**Metal 2**

Drawn at 8 px/um. Cells faint in the background.
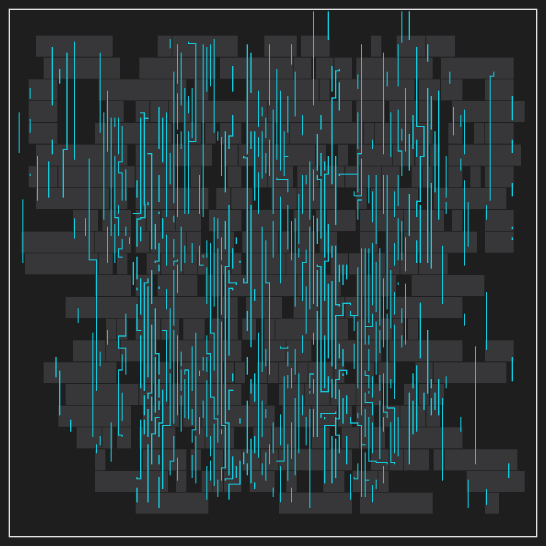
**Port wiring**

Drawn at 6 px/um.
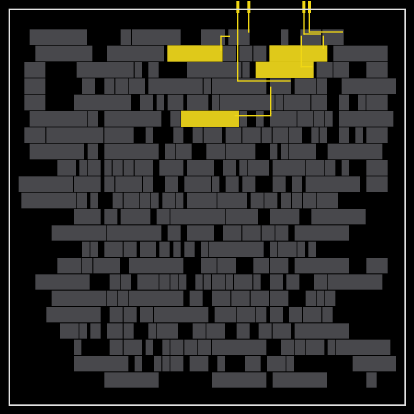
`src/rtl/keypad_pkg.sv`:
```
// keypad_pkg: shared types and constants for the 4x4 hex keypad scanner.
//   state_e        - scanner FSM states
//   NUM_COLS/ROWS  - keypad geometry
//   KEY_MAP        - hex code per key, indexed {row, col}
//   lowest_low_row - index of the lowest-numbered active-low row
package keypad_pkg;

  localparam int unsigned NUM_COLS = 4;
  localparam int unsigned NUM_ROWS = 4;
  localparam int unsigned COL_W    = $clog2(NUM_COLS);
  localparam int unsigned ROW_W    = $clog2(NUM_ROWS);

  typedef enum logic [1:0] {
    SCAN     = 2'd0,
    PRESS_DB = 2'd1,
    HELD     = 2'd2,
    REL_DB   = 2'd3
  } state_e;

  // Row-major key legend; entry {row, col} gives the hex code of that key.
  localparam logic [0:NUM_ROWS*NUM_COLS-1][3:0] KEY_MAP = {
    4'h1, 4'h2, 4'h3, 4'hA,
    4'h4, 4'h5, 4'h6, 4'hB,
    4'h7, 4'h8, 4'h9, 4'hC,
    4'h0, 4'hF, 4'hE, 4'hD
  };

  // Lowest-index low row; only meaningful when at least one row is low.
  function automatic logic [ROW_W-1:0] lowest_low_row(input logic [NUM_ROWS-1:0] rows_n);
    logic [ROW_W-1:0] idx;
    idx = ROW_W'(NUM_ROWS - 1);
    for (int i = NUM_ROWS - 1; i >= 0; i--) begin
      if (!rows_n[i]) idx = ROW_W'(i);
    end
    return idx;
  endfunction

endpackage

```
`src/rtl/sync_2ff.sv`:
```
// sync_2ff: two-flop synchronizer for asynchronous level inputs.
//   clk   - destination clock
//   rst_n - async active-low reset; flops reset to all-ones (idle-high lines)
//   d_i   - asynchronous input bus
//   q_o   - synchronized output, two cycles of latency
module sync_2ff #(
  parameter int unsigned WIDTH = 4
) (
  input  logic             clk,
  input  logic             rst_n,
  input  logic [WIDTH-1:0] d_i,
  output logic [WIDTH-1:0] q_o
);

  logic [WIDTH-1:0] meta_q;
  logic [WIDTH-1:0] sync_q;

  always_ff @(posedge clk or negedge rst_n) begin
    if (!rst_n) begin
      meta_q <= '1;
      sync_q <= '1;
    end else begin
      meta_q <= d_i;
      sync_q <= meta_q;
    end
  end

  assign q_o = sync_q;

endmodule

```
`src/rtl/keypad_scan.sv`:
```
// keypad_scan: column-scanning reader for a 4x4 hex keypad.
//   clkin     - system clock
//   greset_n  - async active-low reset
//   row_n     - keypad rows, active-low, asynchronous
//   col_n     - column drive, exactly one bit low (registered)
//   key       - hex code of the last accepted key
//   key_valid - one-cycle strobe when a press is accepted
//   key_held  - high from press acceptance until release acceptance
module keypad_scan
  import keypad_pkg::*;
#(
  parameter int unsigned SETTLE_CYCLES   = 16,
  parameter int unsigned DEBOUNCE_CYCLES = 200000
) (
  input  logic                clkin,
  input  logic                greset_n,
  input  logic [NUM_ROWS-1:0] row_n,
  output logic [NUM_COLS-1:0] col_n,
  output logic [3:0]          key,
  output logic                key_valid,
  output logic                key_held
);

  localparam int unsigned SETTLE_W = $clog2(SETTLE_CYCLES);
  localparam int unsigned DB_W     = $clog2(DEBOUNCE_CYCLES);
  localparam logic [SETTLE_W-1:0] SETTLE_MAX = SETTLE_W'(SETTLE_CYCLES - 1);
  localparam logic [DB_W-1:0]     DB_MAX     = DB_W'(DEBOUNCE_CYCLES - 1);

  // Reject parameter values that cannot cover synchronizer latency or debounce.
  if (SETTLE_CYCLES < 3) begin : g_settle_chk
    $error("keypad_scan: SETTLE_CYCLES must be at least 3");
  end
  if (DEBOUNCE_CYCLES < 2) begin : g_db_chk
    $error("keypad_scan: DEBOUNCE_CYCLES must be at least 2");
  end

  logic [NUM_ROWS-1:0] rs;

  state_e              state_q, state_d;
  logic [COL_W-1:0]    col_q, col_d;
  logic [NUM_COLS-1:0] col_n_q, col_n_d;
  logic [SETTLE_W-1:0] settle_q, settle_d;
  logic [DB_W-1:0]     db_q, db_d;
  logic [ROW_W-1:0]    cand_row_q, cand_row_d;
  logic [3:0]          key_q, key_d;
  logic                key_valid_q, key_valid_d;
  logic                key_held_q, key_held_d;

  // Rows are asynchronous to clkin; every FSM decision uses rs.
  sync_2ff #(
    .WIDTH (NUM_ROWS)
  ) u_row_sync (
    .clk   (clkin),
    .rst_n (greset_n),
    .d_i   (row_n),
    .q_o   (rs)
  );

  // State and output registers.
  always_ff @(posedge clkin or negedge greset_n) begin
    if (!greset_n) begin
      state_q     <= SCAN;
      col_q       <= '0;
      col_n_q     <= ~NUM_COLS'(1);
      settle_q    <= '0;
      db_q        <= '0;
      cand_row_q  <= '0;
      key_q       <= 4'h0;
      key_valid_q <= 1'b0;
      key_held_q  <= 1'b0;
    end else begin
      state_q     <= state_d;
      col_q       <= col_d;
      col_n_q     <= col_n_d;
      settle_q    <= settle_d;
      db_q        <= db_d;
      cand_row_q  <= cand_row_d;
      key_q       <= key_d;
      key_valid_q <= key_valid_d;
      key_held_q  <= key_held_d;
    end
  end

  // Next-state and output decode.
  always_comb begin
    state_d     = state_q;
    col_d       = col_q;
    settle_d    = settle_q;
    db_d        = db_q;
    cand_row_d  = cand_row_q;
    key_d       = key_q;
    key_valid_d = 1'b0;
    key_held_d  = key_held_q;

    unique case (state_q)
      SCAN: begin
        if (settle_q == SETTLE_MAX) begin
          settle_d = '0;
          if (&rs) begin
            col_d = col_q + COL_W'(1);
          end else begin
            cand_row_d = lowest_low_row(rs);
            db_d       = '0;
            state_d    = PRESS_DB;
          end
        end else begin
          settle_d = settle_q + SETTLE_W'(1);
        end
      end

      PRESS_DB: begin
        if (rs[cand_row_q]) begin
          // Bounce: rescan the same column from a fresh settle window.
          state_d  = SCAN;
          settle_d = '0;
          db_d     = '0;
        end else if (db_q == DB_MAX) begin
          state_d     = HELD;
          db_d        = '0;
          key_d       = KEY_MAP[{cand_row_q, col_q}];
          key_valid_d = 1'b1;
          key_held_d  = 1'b1;
        end else begin
          db_d = db_q + DB_W'(1);
        end
      end

      HELD: begin
        if (rs[cand_row_q]) begin
          state_d = REL_DB;
          db_d    = '0;
        end
      end

      REL_DB: begin
        if (!rs[cand_row_q]) begin
          // Release bounce: back to HELD, no new strobe.
          state_d = HELD;
          db_d    = '0;
        end else if (db_q == DB_MAX) begin
          state_d    = SCAN;
          db_d       = '0;
          settle_d   = '0;
          key_held_d = 1'b0;
          col_d      = col_q + COL_W'(1);
        end else begin
          db_d = db_q + DB_W'(1);
        end
      end

      default: begin
        state_d = SCAN;
      end
    endcase

    col_n_d = ~(NUM_COLS'(1) << col_d);
  end

  assign col_n     = col_n_q;
  assign key       = key_q;
  assign key_valid = key_valid_q;
  assign key_held  = key_held_q;

endmodule

```
`config.mk`:
```
export PLATFORM = sky130hd
export DESIGN_NAME = keypad_scan
export DESIGN_NICKNAME = d
export VERILOG_FILES = /design/src/rtl/keypad_pkg.sv /design/src/rtl/sync_2ff.sv /design/src/rtl/keypad_scan.sv
export SDC_FILE = /design/constraint.sdc
export NUM_CORES = 1
export LEC_CHECK = 0
export CORE_UTILIZATION = 60
export CTS_CLUSTER_DIAMETER = 100
export DETAILED_ROUTE_END_ITERATION = 10
export GPL_TIMING_DRIVEN = 0
export HOLD_SLACK_MARGIN = 0.05
export PLACE_DENSITY = 0.89
export SLEW_MARGIN = 0
export SYNTH_ARGS = -nofsm -noshare
export SYNTH_HDL_FRONTEND = slang
export SYNTH_SLANG_ARGS = --single-unit
```
`constraint.sdc`:
```
create_clock -name clkin -period 4.2 [get_ports clkin]
set_input_delay 0.84 -clock clkin [delete_from_list [all_inputs] [get_ports clkin]]
set_output_delay 0.84 -clock clkin [all_outputs]
set_load 0.02 [all_outputs]
```
==> flow_summary.ini <==
; flow metrics
[outcome]
outcome = finished clean

[finish]
area_growth_pct = 12.6
fin_nets = 279
fin_cells = 312
antennaDiodeCount = 0
drive_gt1_share_pct = 12.9

[global_route]
grt_pass1_vias = 1828
met1_usage_pct = 35.2
grt_use_met3_pct = 4.34
grt_max_degree = 28
antenna_found_initial = 0
grt.busiest_layer = met2
grt_pass1_wl_mm = 8.16
grt_overflow_total = 0
grt_usage_pct = 25.1

[min_path]
holdPathStages = 0

[final_timing]
finalSetupViolCount = 0
rsz0062_at_grt = false
finalMaxSlewViolations = 0
fmax_mhz = 420
tightest_slew_ps = 715
period_used_pct = 56.6
finalSetupTns_ps = 0
fin_skew_ps = 10.5

[logic_synthesis]
synth_warnings = 0
flop_cell = dfrtp_1
synthXorXnorAreaFrac_pct = 3.59
ys_seq_elements = 46
ys_cells = 240
syn_area_per_cell_um2 = 10.2
syn_area_um2 = 2440
yosys-stat-area_um2 = 2440
ys_sh_simple_pct = 23.1
synth_cell_type_count = 56
synth_adder_area_share_pct = 5.13
edf_count = 0
top_logic_kind = simple AND/OR/NAND/NOR gates
netlist_instances = 240
synth_top_area_share_pct = 35.9
top_cells_by_area = dfrtp_1, dfstp_2, ha_1
ys_sh_mux_pct = 2.77
synth.yosys.seq_area_share_pct = 47.8

[critical_path]
worst_setup_path_start_kind = register
worst_setup_path_end_kind = register
critPathArrivalTime_ps = 2600
r2r.worst_path.cells = 6
crit_required_ps = 4420
worstSetupPathType = reg -> reg

[clock_tree]
cts_buffers = 5
post_cts_resized = 0
post_cts_hold_buffer_count = 0
clkSinkCount = 46
cts.path.max_buffers = 2
cts_tree = yes
clock_latency_ps = 300
cts.htree.levels = 2

[power_and_ir_drop]
peakVddDrop_v = 0.000409
p_per_area_nw_per_um2 = 503
power.static_leakage_nw = 1.21

[detailed_routing]
firstDrtPassIters = 5
drcViolationCount = 0
drtIter0Drc = 128
wire_per_inst_um = 15.6
wl_met3_um = 217
drt-met1-wl_mm = 2.27
vias_per_cell = 6.21

[place]
gp_congestion = 0.904
hpwl_mm = 3.47
place_inst = 304

[die]
die_w_um = 65.7
rows = 22
fp.dieH_um = 65.7
initial_utilization_pct = 64.6
coreArea_um2 = 3770
Notes on 'metal 2' above:
longest straight run: 21.8 um
share of all routed wire: 47%
wire length on this layer: 2300 um
nets with wire on the layer: 226
main direction: vertical
global routing usage on met2: 38.8%
Via Count: 1939
post-detailed-routing wire length: 4.85 mm

Notes on 'port wiring' above:
| port | color | bits | direction | end cells | buffers | wire |
|---|---|---|---|---|---|---|
| col_n | yellow | 4 | output | 4 | 4 | 62.8 um |
IO Count: 16
Port Buffers: 15

[path summary, 6_finish.rpt]
path                                                     to                           start
worst min-delay path            u_row_sync.q_o[0]$_DFF_PN1_  u_row_sync.meta_q[0]$_DFF_PN1_
min in group asynchronous              db_q[15]$_DFFE_PN0P_                        greset_n
worst max register to register         db_q[13]$_DFFE_PN0P_         settle_q[0]$_DFFE_PN0P_
worst min register to register  u_row_sync.q_o[0]$_DFF_PN1_  u_row_sync.meta_q[0]$_DFF_PN1_
max in group asynchronous       u_row_sync.q_o[1]$_DFF_PN1_                        greset_n
worst max-delay path                   db_q[13]$_DFFE_PN0P_         settle_q[0]$_DFFE_PN0P_
[layout by cell type (no fill, tap or decap), types with 3 or more instances in the layout]
cell,synthesis,final
dfrtp_1,35,35
nor2_1,21,21
o21ai_0,19,19
nand2_1,16,16
clkdlybuf4s50_1,0,14
nand4_1,12,12
dfstp_2,11,11
ha_1,10,10
nand3_1,9,9
xor2_1,9,9
inv_1,8,8
and3_1,7,7
and4_1,6,6
clkbuf_1,4,5
a31oi_1,5,5
clkbuf_8,0,5
nor3_1,4,4
nand2b_1,4,4
nor2b_1,4,4
nor4_1,3,3
a21o_1,3,3
a21oi_1,3,3
[report_power, final]
group	switching [mW]	internal (mW)	total, mW	leakage (nW)
Clock	0.144	0.116	0.259	0.0450
Sequential	0.0591	0.506	0.565	0.586
Combinational	0.348	0.209	0.557	0.583
Total	0.551	0.830	1.38	1.21
[sequential cells by signal, summed over array words and instances, names as in the netlist, named ones only]
| signal | cells |
|---|---|
| key_valid | 1 |
| settle_q | 4 |
| col_n | 4 |
| u_row_sync.meta_q | 4 |
| key | 4 |
| col_q | 2 |
| key_held | 1 |
| state_q | 1 |
| cand_row_q | 2 |
| u_row_sync.q_o | 4 |
| db_q | 18 |
[through the flow]
step | instance area [um2] | total power [mW] | utilization, % | hold WS (ps) | setup slack (ps)
6_report | 2750 | 1.38 | 72.8 | 359 | 1820
5_1_grt | 2750 | 1.47 | 72.8 | 361 | 1630
4_1_cts | 2750 | 1.38 | 72.8 | 360 | 1850
3_5_place_dp | 2660 | 1.12 | 70.6 | 348 | 1870
3_3_place_gp | 2650 | 1.09 | 70.2 | 346 | 1120
2_1_floorplan | 2440 | 0.962 | - | 345 | 2300
[synthesized netlist by cell type (all sizes together) (6+ instances only)]
master / n
dfrtp: 35
nor2: 23
o21ai: 21
nand2: 17
nand4: 12
dfstp: 11
ha: 10
nand3: 9
xor2: 9
inv: 8
and3: 7
and4: 6
[final cells by class]
| cell class | instances | area, um2 |
|---|---|---|
| multi-input cells | 178 | 1190 |
| flip-flops and latches | 46 | 1160 |
| fillers | 277 | 1030 |
| repair buffers | 16 | 165 |
| clock buffers | 6 | 72.6 |
| well taps | 48 | 60.1 |
| plain buffers | 8 | 50.0 |
| inverters | 8 | 30.0 |
| clock inverters | 2 | 10.0 |
[critical path: stages (launching register included)]
cell and delay [ps]:
dfrtp_1 420, ha_1 250, nand3_1 210, o21ai_1 580, nand2_2 290, or3_1 410, a21oi_1 140
Power figures rest on the tool's default switching activity, not on a simulated workload.
